wires.png
Bar = 20 um.
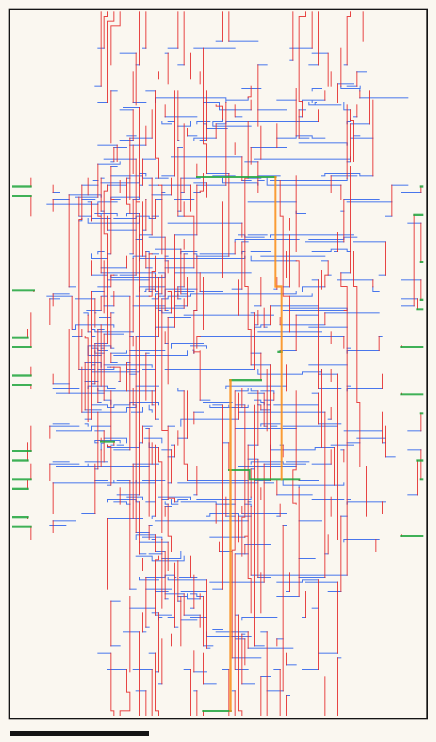
clk_routes.png
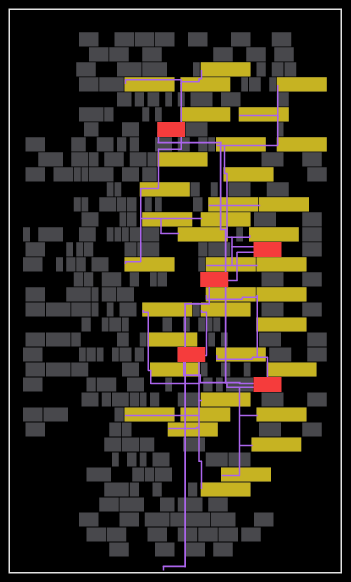
cell_density.png
6 x 10 tiles, from dark blue (low) to red (high), 0 to 100% covered.
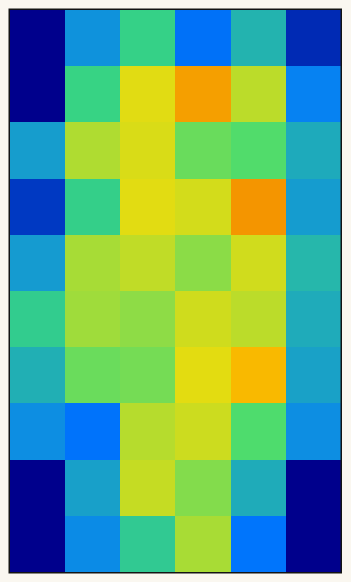
==> src/rtl/stream_adder_nch_if.sv <==
// Interface for the N-channel stream adder. It carries the per-channel input
// words, the valid/ready handshakes and the result port.
//   dinp      : channel words, ch i at [i*DATA_W +: DATA_W]
//   valid     : per-channel valid     ready     : per-channel ready
//   out       : narrowed sum          valid_out : out valid
//   ready_out : downstream ready      ovf       : result did not fit OUT_W
// The master modport is the source/sink side. The slave modport is the adder.
interface stream_adder_nch_if #(
  parameter int N_CH   = 2,
  parameter int DATA_W = 16,
  parameter int OUT_W  = DATA_W + $clog2(N_CH)
);
  logic [N_CH*DATA_W-1:0] dinp;
  logic [N_CH-1:0]        valid;
  logic [N_CH-1:0]        ready;
  logic [OUT_W-1:0]       out;
  logic                   valid_out;
  logic                   ready_out;
  logic                   ovf;

  modport master (output dinp, valid, ready_out, input ready, out, valid_out, ovf);
  modport slave  (input dinp, valid, ready_out, output ready, out, valid_out, ovf);
endinterface

==> src/rtl/stream_adder_nch.sv <==
// N-channel valid/ready stream adder. It joins one word from every input
// channel and sums the words in a registered pairwise adder tree with
// $clog2(N_CH) stages. A registered output stage follows the tree and narrows
// the result to OUT_W, either by saturating or by wrapping.
// Ports:
//   clk   : clock
//   rst_n : asynchronous reset, active low
//   st    : stream_adder_nch_if.slave (dinp/valid/ready in, out/valid_out/ovf out)
module stream_adder_nch #(
  parameter int N_CH     = 2,
  parameter int DATA_W   = 16,
  parameter int SIGNED   = 0,
  parameter int OUT_W    = DATA_W + $clog2(N_CH),
  parameter int SATURATE = 1
) (
  input  logic             clk,
  input  logic             rst_n,
  stream_adder_nch_if.slave st
);
  localparam int L      = $clog2(N_CH);
  localparam int FULL_W = DATA_W + L;

  // Number of operands that enter tree level k.
  function automatic int cnt_in(input int k);
    int c;
    c = N_CH;
    for (int j = 0; j < k; j++) c = (c + 1) / 2;
    return c;
  endfunction

  logic              up;
  logic [L-1:0]      v;
  logic [L-1:0]      adv;
  logic [L-1:0]      load;
  logic [L:0]        vv;
  logic [L:0]        aa;
  logic              adv_o;
  logic              accept;
  logic [FULL_W-1:0] sd     [L][N_CH];
  logic [FULL_W-1:0] sd_nxt [L][N_CH];
  logic [FULL_W-1:0] lvl    [L][2*N_CH];
  logic [FULL_W-1:0] sum;
  logic [OUT_W-1:0]  nar;
  logic              nar_ovf;

  // Handshake chain. A stage advances when it holds data and the stage after
  // it is empty or is itself advancing, so empty stages never stall the rest.
  always_comb begin
    adv_o = st.valid_out & st.ready_out;
    vv    = {st.valid_out, v};
    aa    = '0;
    aa[L] = adv_o;
    for (int k = L - 1; k >= 0; k--) aa[k] = vv[k] & (!vv[k+1] | aa[k+1]);
    adv    = aa[L-1:0];
    // The up flag keeps ready low until the first clock edge after reset.
    accept = up & (&st.valid) & (!v[0] | adv[0]);
    load   = '0;
    load[0] = accept;
    for (int k = 1; k < L; k++) load[k] = adv[k-1];
  end

  assign st.ready = {N_CH{accept}};

  // Operands are extended to FULL_W at the input. Because the final sum is
  // exact in FULL_W, adding at full width at every level gives the same
  // result as widening by one bit per level.
  always_comb begin
    for (int k = 0; k < L; k++)
      for (int i = 0; i < 2*N_CH; i++) lvl[k][i] = '0;
    for (int i = 0; i < N_CH; i++) begin
      if (SIGNED != 0)
        lvl[0][i] = {{L{st.dinp[i*DATA_W+DATA_W-1]}}, st.dinp[i*DATA_W +: DATA_W]};
      else
        lvl[0][i] = {{L{1'b0}}, st.dinp[i*DATA_W +: DATA_W]};
    end
    for (int k = 1; k < L; k++)
      for (int i = 0; i < N_CH; i++) lvl[k][i] = sd[k-1][i];
    for (int k = 0; k < L; k++) begin
      for (int i = 0; i < N_CH; i++) begin
        if (2*i + 1 < cnt_in(k))  sd_nxt[k][i] = lvl[k][2*i] + lvl[k][2*i+1];
        else if (2*i < cnt_in(k)) sd_nxt[k][i] = lvl[k][2*i];
        else                      sd_nxt[k][i] = '0;
      end
    end
  end

  assign sum = sd[L-1][0];

  generate
    if (OUT_W == FULL_W) begin : g_full
      assign nar     = sum;
      assign nar_ovf = 1'b0;
    end else if (SIGNED != 0) begin : g_signed
      // The result fits when the discarded bits and the new sign bit agree.
      logic [FULL_W-OUT_W:0] hi;
      logic                  fits;
      assign hi      = sum[FULL_W-1:OUT_W-1];
      assign fits    = (&hi) | ~(|hi);
      assign nar_ovf = ~fits;
      if (SATURATE != 0) begin : g_sat
        assign nar = fits ? sum[OUT_W-1:0] :
                     (sum[FULL_W-1] ? {1'b1, {(OUT_W-1){1'b0}}} : {1'b0, {(OUT_W-1){1'b1}}});
      end else begin : g_wrap
        assign nar = sum[OUT_W-1:0];
      end
    end else begin : g_unsigned
      logic fits;
      assign fits    = ~(|sum[FULL_W-1:OUT_W]);
      assign nar_ovf = ~fits;
      if (SATURATE != 0) begin : g_sat
        assign nar = fits ? sum[OUT_W-1:0] : {OUT_W{1'b1}};
      end else begin : g_wrap
        assign nar = sum[OUT_W-1:0];
      end
    end
  endgenerate

  always_ff @(posedge clk or negedge rst_n) begin
    if (!rst_n) begin
      up           <= 1'b0;
      v            <= '0;
      for (int k = 0; k < L; k++)
        for (int i = 0; i < N_CH; i++) sd[k][i] <= '0;
      st.valid_out <= 1'b0;
      st.out       <= '0;
      st.ovf       <= 1'b0;
    end else begin
      up <= 1'b1;
      for (int k = 0; k < L; k++) begin
        if (load[k]) begin
          v[k] <= 1'b1;
          for (int i = 0; i < N_CH; i++) sd[k][i] <= sd_nxt[k][i];
        end else if (adv[k]) begin
          v[k] <= 1'b0;
        end
      end
      if (adv[L-1]) begin
        st.valid_out <= 1'b1;
        st.out       <= nar;
        st.ovf       <= nar_ovf;
      end else if (adv_o) begin
        st.valid_out <= 1'b0;
      end
    end
  end
endmodule

==> src/flat_wrapper.sv <==
// flat-port wrapper written by rule: the top's interface ports become plain ports
module stream_adder_nch_flat 
#(
  parameter int N_CH     = 2,
  parameter int DATA_W   = 16,
  parameter int SIGNED   = 0,
  parameter int OUT_W    = DATA_W + $clog2(N_CH),
  parameter int SATURATE = 1
)
  (clk, rst_n, st_dinp, st_valid, st_ready_out, st_ready, st_out, st_valid_out, st_ovf);
  stream_adder_nch_if #(.N_CH(N_CH), .DATA_W(DATA_W), .OUT_W(OUT_W)) st_i ();
  input  logic clk;
  input  logic rst_n;
  input wire logic [$bits(st_i.dinp)-1:0] st_dinp;
  input wire logic [$bits(st_i.valid)-1:0] st_valid;
  input wire logic [$bits(st_i.ready_out)-1:0] st_ready_out;
  output wire logic [$bits(st_i.ready)-1:0] st_ready;
  output wire logic [$bits(st_i.out)-1:0] st_out;
  output wire logic [$bits(st_i.valid_out)-1:0] st_valid_out;
  output wire logic [$bits(st_i.ovf)-1:0] st_ovf;
  assign st_i.dinp = st_dinp;
  assign st_i.valid = st_valid;
  assign st_i.ready_out = st_ready_out;
  assign st_ready = st_i.ready;
  assign st_out = st_i.out;
  assign st_valid_out = st_i.valid_out;
  assign st_ovf = st_i.ovf;
  stream_adder_nch #(.N_CH(N_CH), .DATA_W(DATA_W), .SIGNED(SIGNED), .OUT_W(OUT_W), .SATURATE(SATURATE)) u_core (.clk(clk), .rst_n(rst_n), .st(st_i));
endmodule
==> config.mk <==
export PLATFORM = sky130hd
export DESIGN_NAME = stream_adder_nch_flat
export DESIGN_NICKNAME = d
export VERILOG_FILES = /design/src/rtl/stream_adder_nch_if.sv /design/src/rtl/stream_adder_nch.sv /design/src/flat_wrapper.sv
export SDC_FILE = /design/constraint.sdc
export NUM_CORES = 1
export LEC_CHECK = 0
export CORE_ASPECT_RATIO = 1.75
export CORE_MARGIN = 2
export CORE_UTILIZATION = 40
export DETAILED_ROUTE_END_ITERATION = 16
export PLACE_DENSITY = 0.68
export SETUP_SLACK_MARGIN = 0.1
export SLEW_MARGIN = 20
export SYNTH_ARGS = -nofsm -noshare
export SYNTH_HDL_FRONTEND = slang
export SYNTH_SLANG_ARGS = --single-unit
==> constraint.sdc <==
create_clock -name clk -period 4.55 [get_ports clk]
set_input_delay 0.455 -clock clk [delete_from_list [all_inputs] [get_ports clk]]
set_output_delay 0.455 -clock clk [all_outputs]
set_load 0.02 [all_outputs]
==> GITHUB_STEP_SUMMARY <==
### Metrics collected by this job

| Metric | Value |
|---|---|
| Top fanout value on the critical path | 24 |
| End of the worst register-to-register path | u_core.nar[10]$_DFFE_PN0P_ |
| Compound-gate portion of the synthesized area | 15.3% |
| Final worst setup slack | 1.45 ns |
| HP Class | input port to asynchronous set/reset pin |
| Vertical extent of the die | 102 um |
| Sequential element share of the synthesized area | 42.3% |
| Width of the die | 59.9 um |
| Top routing layer in use | met4 |
| Sum of met2 wire segment lengths after detailed routing | 2350 um |
| Outcome | completed |
| Clock network power share | 19.6% |
| Most numerous cell in the Yosys netlist | sky130_fd_sc_hd__dfrtp_1 |
| Register bit count reported by yosys | 37 |
| Fin nets | 327 |
| Area fraction in full adders, half adders and majority gates | 10.1% |
| Most used logic cell in the final layout | sky130_fd_sc_hd__clkdlybuf4s50_1 |
| Worst setup path start | st_valid[0] |
| Setup slack of the worst register-to-register path | 2.57 ns |
| Pwr/cell area | 405 nW/um^2 |
| Layout overhead on the synthesized area | 29.8% |
| Logic depth of the worst register-to-register path | 6 |
| Clk slew on worst S/H paths | 0.07 ns |
| # Post-CTS Setup Buffers | 0 |
| Summed instance area of the synthesized netlist | 2190 sq um |
| Overall overflow remaining after global route | 0 |
| Share of synthesized registers carrying an async set or reset | 100% |
| Signal arrival time at the worst endpoint | 2.64 ns |
| Count of H-tree levels built during CTS | 2 |
| WL met1 | 1660 um |
| Placed Instances | 321 |
| Count of buffer and inverter cells on the critical path | 3 |
| Maximum number of pins on one net before global-route repair | 38 |
| Number of buffers on the longest clock path | 2 |
| Startpoint-to-endpoint class of the critical path | input port to primary output |
| Layer carrying the most global-route usage | met2 |
| Top-level I/O count | 58 |
| Switching part of the total power | 31.7% |
| Internal power consumption | 0.785 mW |
| Dominant cell area share | 42.3% |
| Period Utilization, post-route | 68.0% |
| Post-synthesis simple-gate area fraction | 13.7% |
| Source of the worst register-to-register timing path | u_core.st.valid_out$_DFFE_PN0P_ |
| Mux cell area share after synthesis | 9.71% |
| Dominant non-sequential cell family after synthesis | AND-OR/OR-AND gates |
| Global-route wire length before repair | 7380 um |
| Initial antenna violation count | 0 |
| Total number of vias | 1714 |
| Logic pwr share | 39.0% |
| Post-synth cell types | 47 |
| Number of sinks driven by the clock tree | 37 |
| Final HPWL from detailed placement | 3390 um |
| Met3 usage in global routing | 2.28% |
| Number of failing hold endpoints at the final stage | 0 |
| End point of the critical path | st_ready[1] |
| Routability Congestion | 0.814 |
| Highest ir drop seen on vdd | 0.000130 V |
| Type of destination of the critical path | primary output |
| Final instance area | 2840 sq um |
| Met3 wire length | 77 um |
| Count of filler cells inserted in the layout | 488 |
| Critical path launch point type | input port |
| Peak Freq | 0.323 GHz |
| Net Count, Synth | 272 |
| Library cell occupying the most area in the post-synthesis netlist | sky130_fd_sc_hd__dfrtp_1 |
| Max Transition Viols Final | 0 |
| Met1 demand-to-capacity share in global routing | 17.3% |
| Number of standard cells after synthesis | 218 |
| TritonCTS clock tree | built |
| IO Port Bufs | 56 |
| RSZ-0062 raised after global routing | no |
| Yosys warning count | 0 |
| CP Data Required Time | 4.09 ns |
| Summed negative setup slack over all endpoints | 0 ns |
| Dominant flop cell | sky130_fd_sc_hd__dfrtp_1 |
| Top cell family by delay on the critical path | buffers and inverters |
| XOR/XNOR Fraction of Synth Area | 4.40% |
| Most area-consuming cells after synthesis | sky130_fd_sc_hd__dfrtp_1, sky130_fd_sc_hd__mux2_2, sky130_fd_sc_hd__ha_1, sky130_fd_sc_hd__nand2_1, sky130_fd_sc_hd__o21ai_0 |
| Maxcap violations | 0 |
| Total cell area reported by yosys after synthesis | 2190 sq um |
| Number of non-filler instances in the completed layout | 328 |
| Leading cell types in the layout, fill and taps excluded | sky130_fd_sc_hd__clkdlybuf4s50_1, sky130_fd_sc_hd__dfrtp_1, sky130_fd_sc_hd__nand2_1 |
| Logic depth of the worst path, buffers included | 5 |
| Number of core rows | 35 |
## Picture notes: wires.png
| layer | color | wire length |
|---|---|---|
| metal 2 | red | 2350 um |
| metal 3 | green | 77.3 um |
| metal 4 | orange | 92.0 um |
| metal 1 | blue | 1660 um |
DR WL/cell: 12.7 um
Overall Global Routing Usage: 15.7%
aggregate routed wire length: 4180 um

## Picture notes: clk_routes.png
[clock drivers] red | count: 5
[clock wires] purple | length: 459 um
[flip-flops] yellow | count: 37
routed clock nets: 6
insertion delay of the later-clocked pin in the worst-skew pair: 0.28 ns
Clock group: 0.226 mW

## Picture notes: cell_density.png
tiles over 75% full: 5.0%
fullest tile: 83%
emptiest ninth of the die: bottom left
nearly empty tiles: 10%
mean over tiles: 45%
core utilization of the finished layout: 54.1%
floorplan utilization: 41.7%
Core Area: 5260 sq um

-- final cells by class --
type,instances,area (sq um),share of cell area (%)
Inverter,9,33.8,1.19
Sequential cell,37,926,32.6
Multi-Input combinational cell,164,1170,41.2
Clock buffer,7,86.3,3.04
Tap cell,55,68.8,2.42
Timing Repair Buffer,56,556,19.5
-- power by group through the flow --
stage	clock network, mW	registers, mW	logic (mW)
floorplan	0	0.549	0.186
global placement	0	0.482	0.448
detailed placement	0	0.485	0.454
CTS	0.233	0.478	0.455
global route	0.246	0.488	0.493
finish	0.226	0.476	0.448
-- registers in the layout, indices dropped and copies added, names as in the netlist --
| name | count |
|---|---|
| u_core.up | 1 |
| u_core.nar | 17 |
| u_core.v | 1 |
| u_core.st.out | 17 |
| u_core.st.valid_out | 1 |
Power and IR drop assume default switching activity.
